Figure 1. The clock network (run 1).
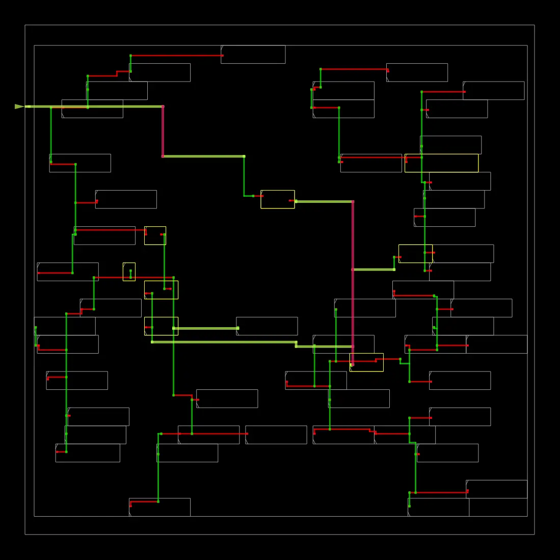
Figure 2. Metal layers overlaid (run 1).
Scale bar: 20 um.
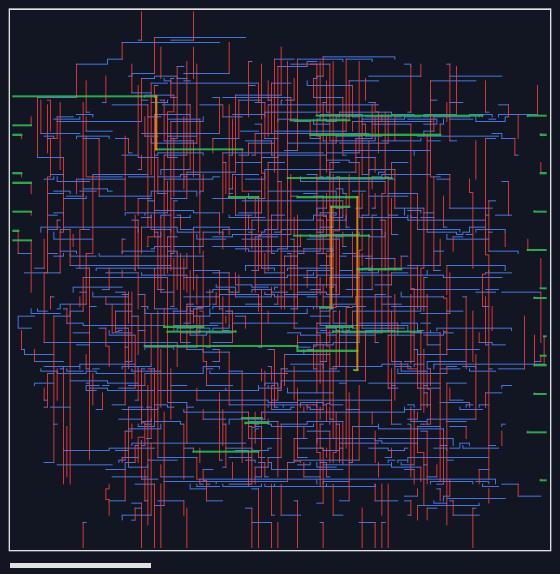
Figure 3. Clock distribution (run 1).
Scale bar: 20 um.
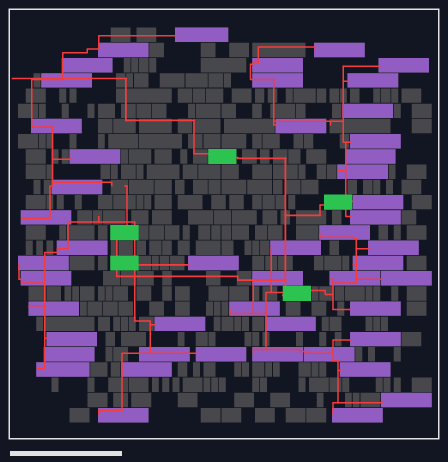
Figure 4. Supply network (run 1).
Scale bar: 20 um. Pins as bars on the die edge.
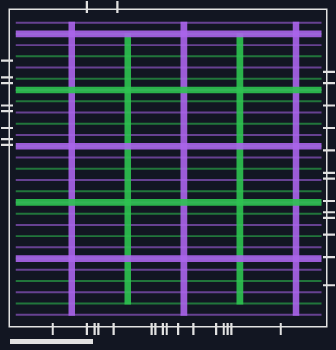
## src/rtl/seq_multiplier_pkg.sv

```systemverilog
// Shared types and sizing helpers for the sequential shift-add multiplier.
package seq_multiplier_pkg;

   typedef enum logic [1:0] {
      IDLE = 2'd0,
      RUN  = 2'd1,
      DONE = 2'd2
   } state_t;

   // Width of an iteration counter that must hold n-1; never below one bit.
   function automatic int count_width(input int n);
      return (n <= 2) ? 1 : $clog2(n);
   endfunction

endpackage

```

## src/rtl/seq_multiplier_counter.sv

```systemverilog
// Down-counter tracking the remaining shift-add iterations.
module seq_multiplier_counter #(
   parameter int COUNT_WIDTH = 3
) (
   input  logic                   clock,
   input  logic                   reset,
   input  logic                   do_preset,
   input  logic [COUNT_WIDTH-1:0] preset_value,
   input  logic                   do_decrement,
   output logic                   is_zero
);

   logic [COUNT_WIDTH-1:0] count_q, count_d;

   always_comb begin
      count_d = count_q;
      if (do_preset)
         count_d = preset_value;
      else if (do_decrement)
         count_d = count_q - 1'b1;
   end

   always_ff @(posedge clock or posedge reset) begin
      if (reset) count_q <= '0;
      else       count_q <= count_d;
   end

   assign is_zero = (count_q == '0);

endmodule

```

## src/rtl/seq_multiplier.sv

```systemverilog
// Shift-add multiplier: one iteration per multiplier bit, signed or unsigned,
// result held under a valid/accept handshake.
module seq_multiplier
   import seq_multiplier_pkg::*;
#(
   parameter int A_WIDTH = 8,
   parameter int B_WIDTH = 8
) (
   input  logic                       clock,
   input  logic                       reset,
   input  logic                       start,
   input  logic                       is_signed,
   input  logic [A_WIDTH-1:0]         multiplicand,
   input  logic [B_WIDTH-1:0]         multiplier,
   output logic                       ready,
   output logic [A_WIDTH+B_WIDTH-1:0] product,
   output logic                       product_valid,
   input  logic                       product_accept
);

   localparam int CW = count_width(B_WIDTH);
   localparam int PW = A_WIDTH + B_WIDTH;
   localparam logic [CW-1:0] LAST_ITER = CW'(B_WIDTH - 1);

   state_t             state_q, state_d;
   logic [A_WIDTH:0]   acc_q, acc_d;
   logic [B_WIDTH-1:0] mreg_q, mreg_d;
   logic [A_WIDTH-1:0] mcand_q, mcand_d;
   logic               signed_q, signed_d;
   logic [PW-1:0]      product_q, product_d;
   logic               ready_q, ready_d;
   logic               valid_q, valid_d;

   logic               do_preset, do_decrement, cnt_zero;
   logic [A_WIDTH+1:0] mcand_ext, acc_ext, sum;
   logic [A_WIDTH:0]   acc_next;
   logic [B_WIDTH-1:0] mreg_next;

   seq_multiplier_counter #(.COUNT_WIDTH(CW)) u_counter (
      .clock        (clock),
      .reset        (reset),
      .do_preset    (do_preset),
      .preset_value (LAST_ITER),
      .do_decrement (do_decrement),
      .is_zero      (cnt_zero)
   );

   // Sum is two bits wider than the multiplicand so neither a signed
   // subtract nor an unsigned carry can overflow before the shift.
   always_comb begin
      mcand_ext = signed_q ? {{2{mcand_q[A_WIDTH-1]}}, mcand_q} : {2'b00, mcand_q};
      acc_ext   = signed_q ? {acc_q[A_WIDTH], acc_q} : {1'b0, acc_q};
      sum       = acc_ext;
      if (mreg_q[0])
         sum = (signed_q && cnt_zero) ? acc_ext - mcand_ext : acc_ext + mcand_ext;
      acc_next  = sum[A_WIDTH+1:1];
      mreg_next = {sum[0], mreg_q[B_WIDTH-1:1]};
   end

   always_comb begin
      state_d      = state_q;
      acc_d        = acc_q;
      mreg_d       = mreg_q;
      mcand_d      = mcand_q;
      signed_d     = signed_q;
      product_d    = product_q;
      ready_d      = ready_q;
      valid_d      = valid_q;
      do_preset    = 1'b0;
      do_decrement = 1'b0;
      case (state_q)
         IDLE: if (start) begin
            mcand_d   = multiplicand;
            mreg_d    = multiplier;
            signed_d  = is_signed;
            acc_d     = '0;
            do_preset = 1'b1;
            ready_d   = 1'b0;
            state_d   = RUN;
         end
         RUN: begin
            acc_d  = acc_next;
            mreg_d = mreg_next;
            if (cnt_zero) begin
               product_d = {acc_next[A_WIDTH-1:0], mreg_next};
               valid_d   = 1'b1;
               state_d   = DONE;
            end else begin
               do_decrement = 1'b1;
            end
         end
         DONE: if (product_accept) begin
            valid_d = 1'b0;
            ready_d = 1'b1;
            state_d = IDLE;
         end
         default: begin
            valid_d = 1'b0;
            ready_d = 1'b1;
            state_d = IDLE;
         end
      endcase
   end

   always_ff @(posedge clock or posedge reset) begin
      if (reset) begin
         state_q   <= IDLE;
         acc_q     <= '0;
         mreg_q    <= '0;
         mcand_q   <= '0;
         signed_q  <= 1'b0;
         product_q <= '0;
         ready_q   <= 1'b1;
         valid_q   <= 1'b0;
      end else begin
         state_q   <= state_d;
         acc_q     <= acc_d;
         mreg_q    <= mreg_d;
         mcand_q   <= mcand_d;
         signed_q  <= signed_d;
         product_q <= product_d;
         ready_q   <= ready_d;
         valid_q   <= valid_d;
      end
   end

   assign ready         = ready_q;
   assign product       = product_q;
   assign product_valid = valid_q;

endmodule

```

## config.mk

```make
export PLATFORM = sky130hd
export DESIGN_NAME = seq_multiplier
export DESIGN_NICKNAME = d
export VERILOG_FILES = /design/src/rtl/seq_multiplier_pkg.sv /design/src/rtl/seq_multiplier_counter.sv /design/src/rtl/seq_multiplier.sv
export SDC_FILE = /design/constraint.sdc
export NUM_CORES = 1
export LEC_CHECK = 0
export ABC_CLOCK_PERIOD_IN_PS = 2800
export CAP_MARGIN = 0
export CORE_UTILIZATION = 49
export CTS_CLUSTER_DIAMETER = 200
export CTS_CLUSTER_SIZE = 8
export DETAILED_ROUTE_END_ITERATION = 16
export HOLD_SLACK_MARGIN = 0.1
export MAX_ROUTING_LAYER = met4
export PLACE_DENSITY = 0.76
export SYNTH_ARGS = -nofsm -noshare
export SYNTH_HDL_FRONTEND = slang
export SYNTH_SLANG_ARGS = --single-unit
```

## constraint.sdc

```tcl
create_clock -name clock -period 2.8 [get_ports clock]
set_clock_uncertainty 0.2 [all_clocks]
set_input_delay 0.7 -clock clock [delete_from_list [all_inputs] [get_ports clock]]
set_output_delay 0.7 -clock clock [all_outputs]
set_load 0.01 [all_outputs]
```

==> metrics.cfg, run 1 <==
[timing]
setup_ws_ns = -0.149
tns_ns = -0.533
layout_min_cycle_time_ns = 2.95
worstMarginPinSlew_ns = 0.505
whs_ns = 0.279
maxSlewHeadroom_pct = 66.3
hold_violations = 0
rsz0062_at_grt = true
setup_violations = 7
post-route-period-util_pct = 105

[pwr]
p_total_mw = 5.46
p_int_mw = 3.11
power.density_mw_per_mm2 = 1480
p_seq_mw = 1.36
power.group.top = combinational cells
p_seq_share_pct = 24.9
comb_power_mw = 3.59
comb_power_share_pct = 65.7
p_switching_mw = 2.34

[global_route]
met2_usage_pct = 35.9
grt_first_pass_wirelength_mm = 10.1
grt_pass1_vias = 2262
antenna_found_initial = 0
busiest_layer = met2
grt_usage_pct = 21.8

[critical_path]
regToRegSetupSlack_ns = -0.15
arrival_ns = 3.00
crit_chain = or4_4 -> o41ai_4 -> xor2_1 -> ha_1 -> nand2_2 -> a211oi_2 -> or4_1 -> o31ai_1 -> or3_1
timing.critical_path.buf_inv = 0
crit_end = acc_q[8]$_DFFE_PP0P_
timing.rr.end = acc_q[8]$_DFFE_PP0P_
max_stage_delay_ns = 0.56
cp.depth = 9
startpoint = mcand_q[0]$_DFFE_PP0P_
cp.required_ns = 2.85
r2r_start = mcand_q[0]$_DFFE_PP0P_
critPathLaunchType = flop
cp_top_family = simple AND/OR/NAND/NOR gates

[run]
warning_count = 29

[cells_and_area]
final_cell_mix = 83 x nand2_1, 47 x dfrtp_1, 38 x clkdlybuf4s50_1, 38 x buf_4, 20 x nor2_1
area_delta_synth_final_pct = 35.8
drive_gt1_share_pct = 21.6
stdcell_area_sq_mm = 0.00369
fin_util_pct = 70.5
instances_no_fill = 454
antenna_cells = 0

[hold_path]
holdPathEnd = product[0]$_DFFE_PP0P_
hold_path.class = reg -> reg

[yosys]
syn_area_per_cell_sq_um = 8.75
yosys-stat-cells = 311
top_area_share_pct = 44.2
synth_top_cell_by_count = nand2_1
synth-simple-area-share_pct = 23.0
synthAdderAreaFrac_pct = 6.26
synth_area_sq_mm = 0.00272
synth_cell_types = 42
ys_warn_count = 0
ys_chip_area_sq_mm = 0.00272
synth_flops = 49
common_cells = 88 x nand2_1, 48 x dfrtp_1, 24 x o21ai_0
edf_count = 0
synthTopLogicFamily = simple AND/OR/NAND/NOR gates
syn_nets = 345
synth-xor-area-share_pct = 3.86
topCellsByArea = dfrtp_1 44%, nand2_1 12%, ha_1 5.5%

[routing]
drt-total-wl_mm = 6.05
viasPerCell = 5.26
dr_wl_met2_mm = 2.95
vias = 2390
wl_per_cell_um = 13.3
dr.pass1.iters = 4
drt_iter0_drc = 190
wl_met3_um = 239

[run_status]
violations = negative setup slack
outcome = finished, violations left

[die]
die_h_um = 76.5
coreArea_sq_mm = 0.00524
initCoreUtil_pct = 51.9
row_count = 26
io_pins = 39

[clocking]
cts.sinks = 49
htreeDepth = 2
cts_tree = done

[place]
dp_slack_ns = -0.153
placed_area_sq_mm = 0.00337
dpl.hpwl_mm = 4.24

## Picture notes: Figure 1
Clk power: 0.511 mW
flip-flops: 49
cts bufs inserted: 5
clock buffers: 5
clk_lat worst skew: 0.31 ns

## Picture notes: Figure 2
| layer | color | wire length |
|---|---|---|
| metal 2 | red | 2950 um |
| metal 3 | green | 239 um |
| metal 1 | blue | 2810 um |
| metal 4 | orange | 46.2 um |

## Picture notes: Figure 3
[clock wires] red | length: 551 um
[clock drivers] green | count: 5
[flip-flops] purple | count: 49
routed clock nets: 6
Clk network pwr share: 9.4%

## Picture notes: Figure 4
| net | color |
|---|---|
| VSS | purple |
| VDD | green |
signal pins: 39
met4 straps: 5
met5 straps: 5

run 1: repair_timing:
action                     CTS  global route
hold buffers                 0             0
setup endpoints to repair    9            12
buffers inserted             6             4
pin swaps                   16            21
gates resized               11            24
run 1: cell type report:
| type | count | area, sq um |
|---|---|---|
| clock buffer | 5 | 68.8 |
| clock inverter | 3 | 43.8 |
| fill | 411 | 1540 |
| inverter | 10 | 37.5 |
| multi-input combinational | 239 | 1540 |
| sequential | 49 | 1230 |
| tap | 70 | 87.6 |
| timing repair buffer | 78 | 688 |
run 1: flip-flops by register name (all words and copies together) (netlist names):
signal and cells:
state_q 2, signed_q 1, acc_q 9, mcand_q 8, u_counter.count_q 3, ready 1, product 16, mreg_q 8
product_valid 1
--- run 2 (diff from run 1) ---
--- a/config.mk
+++ b/config.mk
@@ -7,6 +7,7 @@
 export LEC_CHECK = 0
 export ABC_CLOCK_PERIOD_IN_PS = 2800
 export CAP_MARGIN = 0
+export CORE_ASPECT_RATIO = 1.75
 export CORE_UTILIZATION = 49
 export CTS_CLUSTER_DIAMETER = 200
 export CTS_CLUSTER_SIZE = 8
==> run 2 against run 1 <==
Against the previous run: the flow still finishes with violations (negative setup slack); synthesized cell count unchanged; combinational power up 12%; count of clock-buffer cells in the layout unchanged; die size up 0.20%; non-clock buffer count up 9; sequential power about the same; register-to-register slack better by 0.06 ns; synthesized area unchanged; critical path depth unchanged; worst hold slack better by 0.0040 ns.
==> metrics.cfg, run 2 <==
[cells_and_area]
final_cell_mix = 85 x nand2_1, 48 x dfrtp_1, 47 x buf_4, 38 x clkdlybuf4s50_1, 18 x nor2_1
antenna_cells = 0
logic_area_sq_mm = 0.00158
largest_reg_flops = 16
fin_util_pct = 71.7
drive_gt1_share_pct = 25.4
fill_cells = 385
instances_no_fill = 467
seq_area_sq_mm = 0.00123

[yosys]
synth-simple-area-share_pct = 23.0
synth_flops = 49
common_cells = 88 x nand2_1, 48 x dfrtp_1, 24 x o21ai_0
yosys-stat-cells = 311
syn_area_per_cell_sq_um = 8.75
ys_warn_count = 0
synth-xor-area-share_pct = 3.86
edf_count = 0
syn_nets = 345
synth_area_sq_mm = 0.00272
synthTopLogicFamily = simple AND/OR/NAND/NOR gates
synth_top_cell_by_count = nand2_1
ys_chip_area_sq_mm = 0.00272
synthAdderAreaFrac_pct = 6.26
synth_cell_types = 42
top_area_share_pct = 44.2

[routing]
wl_per_cell_um = 14.5
dr.pass1.iters = 4
viasPerCell = 5.28
vias = 2468
drt-total-wl_mm = 6.75
dr_wl_met2_mm = 3.77
wl_met3_um = 160
drt_iter0_drc = 132

[pwr]
swShare_pct = 43.8
comb_power_share_pct = 69.2
p_clk_share_pct = 7.6
p_switching_mw = 2.54
power.group.top = combinational cells
p_total_mw = 5.79
p_int_mw = 3.25
comb_power_mw = 4.01
p_seq_mw = 1.34

[timing]
tns_ns = -0.208
hold_violations = 0
setup_ws_ns = -0.0857
whs_ns = 0.283
setup_violations = 4
layout_min_cycle_time_ns = 2.89
rsz0062_at_grt = true
worstMarginPinSlew_ns = 0.552

[clocking]
cts_buffers = 5
cts.sinks = 49
clkLatencyLatePin_ns = 0.32
postCtsSetupBuffers = 5
cts-resized-gates = 24
cts_tree = done
postCtsHoldBufs = 0
htreeDepth = 2

[die]
io_pins = 39
initCoreUtil_pct = 51.3
row_count = 35

[critical_path]
r2r_start = mcand_q[0]$_DFFE_PP0P_
timing.critical_path.buf_inv = 0
crit_chain = or4_4 -> o41ai_4 -> xor2_1 -> ha_1 -> nand2_2 -> o21ai_2 -> or4_1 -> o31ai_1 -> or3_1
cp_top_family = simple AND/OR/NAND/NOR gates
cp.required_ns = 2.87
startpoint = mcand_q[0]$_DFFE_PP0P_
max_stage_delay_ns = 0.56

[global_route]
grt_pass1_vias = 2523
antenna_found_initial = 0
grt_usage_pct = 25.6
gr-usage-met3_pct = 4.11
met2_usage_pct = 45.1

[place]
placed_area_sq_mm = 0.00347
dp_slack_ns = -0.164
dpl.hpwl_mm = 4.74

[run_status]
outcome = finished, violations left
violations = negative setup slack

[hold_path]
hold_path.class = reg -> reg

[run 2: layout make-up]
cell class | count | share of cell area [%]
well taps | 74 | 2.44
clock buffers | 5 | 1.81
inverters | 10 | 0.988
flip-flops and latches | 49 | 32.3
multi-input cells | 239 | 41.7
repair buffers | 87 | 20.1
clock inverters | 3 | 0.659
[run 2: path summary, 6_finish.rpt]
kind / endpoint / slack, ns / cells past startpoint
min in group asynchronous: product[5]$_DFFE_PP0P_ / 0.46 / 2
max in group asynchronous: ready$_DFFE_PP1P_ / 1.35 / 3
hold / removal: product[11]$_DFFE_PP0P_ / 0.28 / 2
setup reg to reg: acc_q[8]$_DFFE_PP0P_ / -0.09 / 9
hold reg to reg: product[11]$_DFFE_PP0P_ / 0.28 / 2
setup / recovery: acc_q[8]$_DFFE_PP0P_ / -0.09 / 9
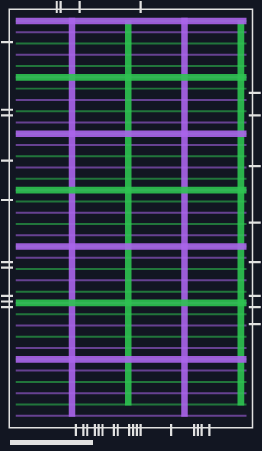
Figure 5: run 2, supply network.
Scale bar: 20 um. Pins as bars on the die edge.
| net | color |
|---|---|
| VSS | purple |
| VDD | green |
met1 rails: 36
signal pins: 39
rows: 35
met4 straps: 4
VDD IR max: 850 uV
Chip Height: 101 um
die width: 58.3 um
core area: 0.00530 sq mm

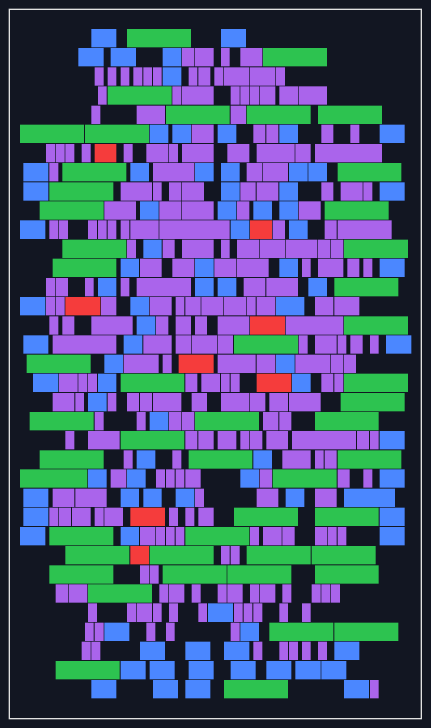
Figure 6: run 2, cells colored by class.
| class | color | cells | share of their area |
|---|---|---|---|
| clock drivers and dummy loads | red | 8 | 2.5% |
| combinational and other logic | purple | 249 | 44% |
| remaining buffers and delay cells | blue | 87 | 21% |
| sequential cells | green | 49 | 33% |

--- run 3 (diff from run 2) ---
--- a/config.mk
+++ b/config.mk
@@ -15,6 +15,7 @@
 export HOLD_SLACK_MARGIN = 0.1
 export MAX_ROUTING_LAYER = met4
 export PLACE_DENSITY = 0.76
+export SLEW_MARGIN = 20
 export SYNTH_ARGS = -nofsm -noshare
 export SYNTH_HDL_FRONTEND = slang
 export SYNTH_SLANG_ARGS = --single-unit
==> run 3 against run 2 <==
Against the previous run: the run still ends with negative setup slack left; non-clock buffer count is the same; cell count is the same; die size is the same.
==> metrics.cfg, run 3 <==
[run_status]
outcome = finished, violations left
violations = negative setup slack

[place]
dp_slack_ns = -0.164
placed_area_sq_mm = 0.00347

[cells_and_area]
buffers = 87
flops = 49
nClkBuffers = 5
area_delta_synth_final_pct = 39.7
seq_area_sq_mm = 0.00123
logic_gate_count = 239
final-clk-cell-share_pct = 2.47
instances_no_fill = 467
nonClockInverterCount = 10
comb_area_share_pct = 41.7
fill_cells = 385
logic_area_sq_mm = 0.00158
largest_class = multi-input combinational cells
drive_gt1_share_pct = 25.4
antenna_cells = 0
final_cell_mix = 85 x nand2_1, 48 x dfrtp_1, 47 x buf_4, 38 x clkdlybuf4s50_1, 18 x nor2_1

[die]
coreArea_sq_mm = 0.00530
die_h_um = 101
die_x_um = 58.3
taps = 74

[hold_path]
hold_path.class = reg -> reg
hold_depth = 2

[yosys]
synth_cell_types = 42
synth_top_cell_by_count = nand2_1
ys_warn_count = 0
synth_flops = 49
common_cells = 88 x nand2_1, 48 x dfrtp_1, 24 x o21ai_0
edf_count = 0
ys_chip_area_sq_mm = 0.00272
synth_area_sq_mm = 0.00272
ff_type = dfrtp_1
syn_area_per_cell_sq_um = 8.75
topCellsByArea = dfrtp_1 44%, nand2_1 12%, ha_1 5.5%

[global_route]
global_route.overflow_total = 0
met2_usage_pct = 45.1
busiest_layer = met2
grt_pass1_vias = 2523
grt_first_pass_wirelength_mm = 11.2
gr-usage-met3_pct = 4.11
antenna_found_initial = 0

[routing]
met1_length_mm = 2.55
wl_met3_um = 160
viasPerCell = 5.28
drt_iter0_drc = 132
dr.pass1.iters = 4
dr_wl_met2_mm = 3.77

[clocking]
cts.sinks = 49
htreeDepth = 2
cts-resized-gates = 24
postCtsHoldBufs = 0
cts_buffers = 5
postCtsSetupBuffers = 5
clkLatencyLatePin_ns = 0.32

[timing]
post-route-period-util_pct = 103
setup_ws_ns = -0.0857
whs_ns = 0.283
worstMarginPinSlew_ns = 0.552
layout_min_cycle_time_ns = 2.89
maxSlewHeadroom_pct = 63.1
rsz0062_at_grt = true
setup_violations = 4
tns_ns = -0.208

[critical_path]
max_stage_delay_ns = 0.56
startpoint = mcand_q[0]$_DFFE_PP0P_
regToRegSetupSlack_ns = -0.09
cp.required_ns = 2.87
arrival_ns = 2.95
timing.critical_path.buf_inv = 0
crit_chain = or4_4 -> o41ai_4 -> xor2_1 -> ha_1 -> nand2_2 -> o21ai_2 -> or4_1 -> o31ai_1 -> or3_1
timing.rr.end = acc_q[8]$_DFFE_PP0P_
r2r_cells = 9
crit_type = reg -> reg
r2r_start = mcand_q[0]$_DFFE_PP0P_
cp_top_family = simple AND/OR/NAND/NOR gates
crit_path_end_kind = flop
cp.depth = 9
critPathLaunchType = flop

[pwr]
p_total_mw = 5.79
power.density_mw_per_mm2 = 1520
vdd_drop_max_uv = 850

[run]
warning_count = 29

## run 3: cell counts after synthesis
Identical to the previous run, type by type.
## run 3: kinds of logic (layout without fill, tap and decap cells)
group	count (synthesis)	in the layout	synth area share (%)
AND-OR/OR-AND	64	64	14.4
flip-flops	49	49	45.1
adder cells (fa/ha/maj)	13	13	6.26
AND/OR/NAND/NOR	142	142	23.0
multiplexers	8	8	3.04
buffers and inverters	23	105	4.28
XOR/XNOR	12	12	3.86
## run 3: where the power goes
| group | leakage, nW | switching (mW) | total (mW) | internal [mW] |
|---|---|---|---|---|
| Combinational | 1.14 | 1.99 | 4.01 | 2.02 |
| Clock | 0.0447 | 0.260 | 0.441 | 0.181 |
| Sequential | 0.597 | 0.290 | 1.34 | 1.05 |
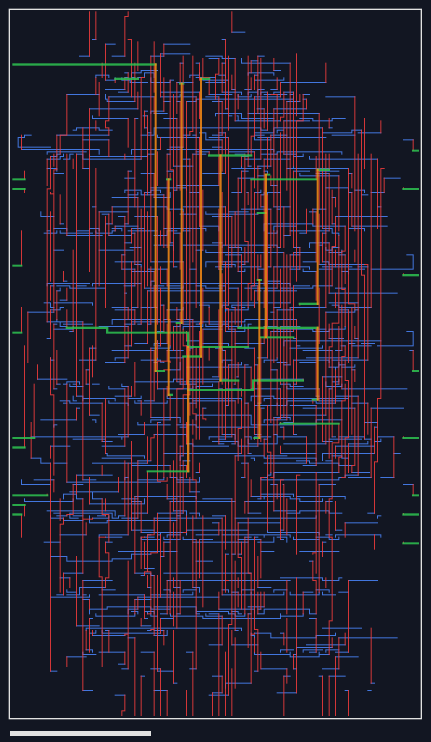
Figure 7: run 3, metal layers overlaid.
Scale bar: 20 um.
| layer | color | wire length |
|---|---|---|
| metal 2 | red | 3770 um |
| metal 4 | orange | 272 um |
| metal 3 | green | 160 um |
| metal 1 | blue | 2550 um |
WL/cell: 14.5 um
routed via count: 2468
total wire length: 6.75 mm
GRT Util Overall: 25.6%

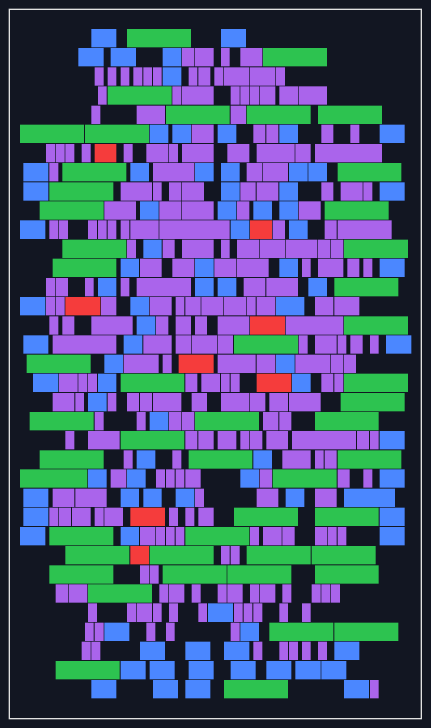
Figure 8: run 3, cells colored by class.
| class | color | cells | share of their area |
|---|---|---|---|
| sequential cells | green | 49 | 33% |
| combinational and other logic | purple | 249 | 44% |
| clock drivers and dummy loads | red | 8 | 2.5% |
| remaining buffers and delay cells | blue | 87 | 21% |
flop share of the area: 32.3%
num rows: 35
final core occ: 71.7%
Design Area, Final: 0.00380 sq mm

Power figures rest on the tool's default switching activity, not on a simulated workload.
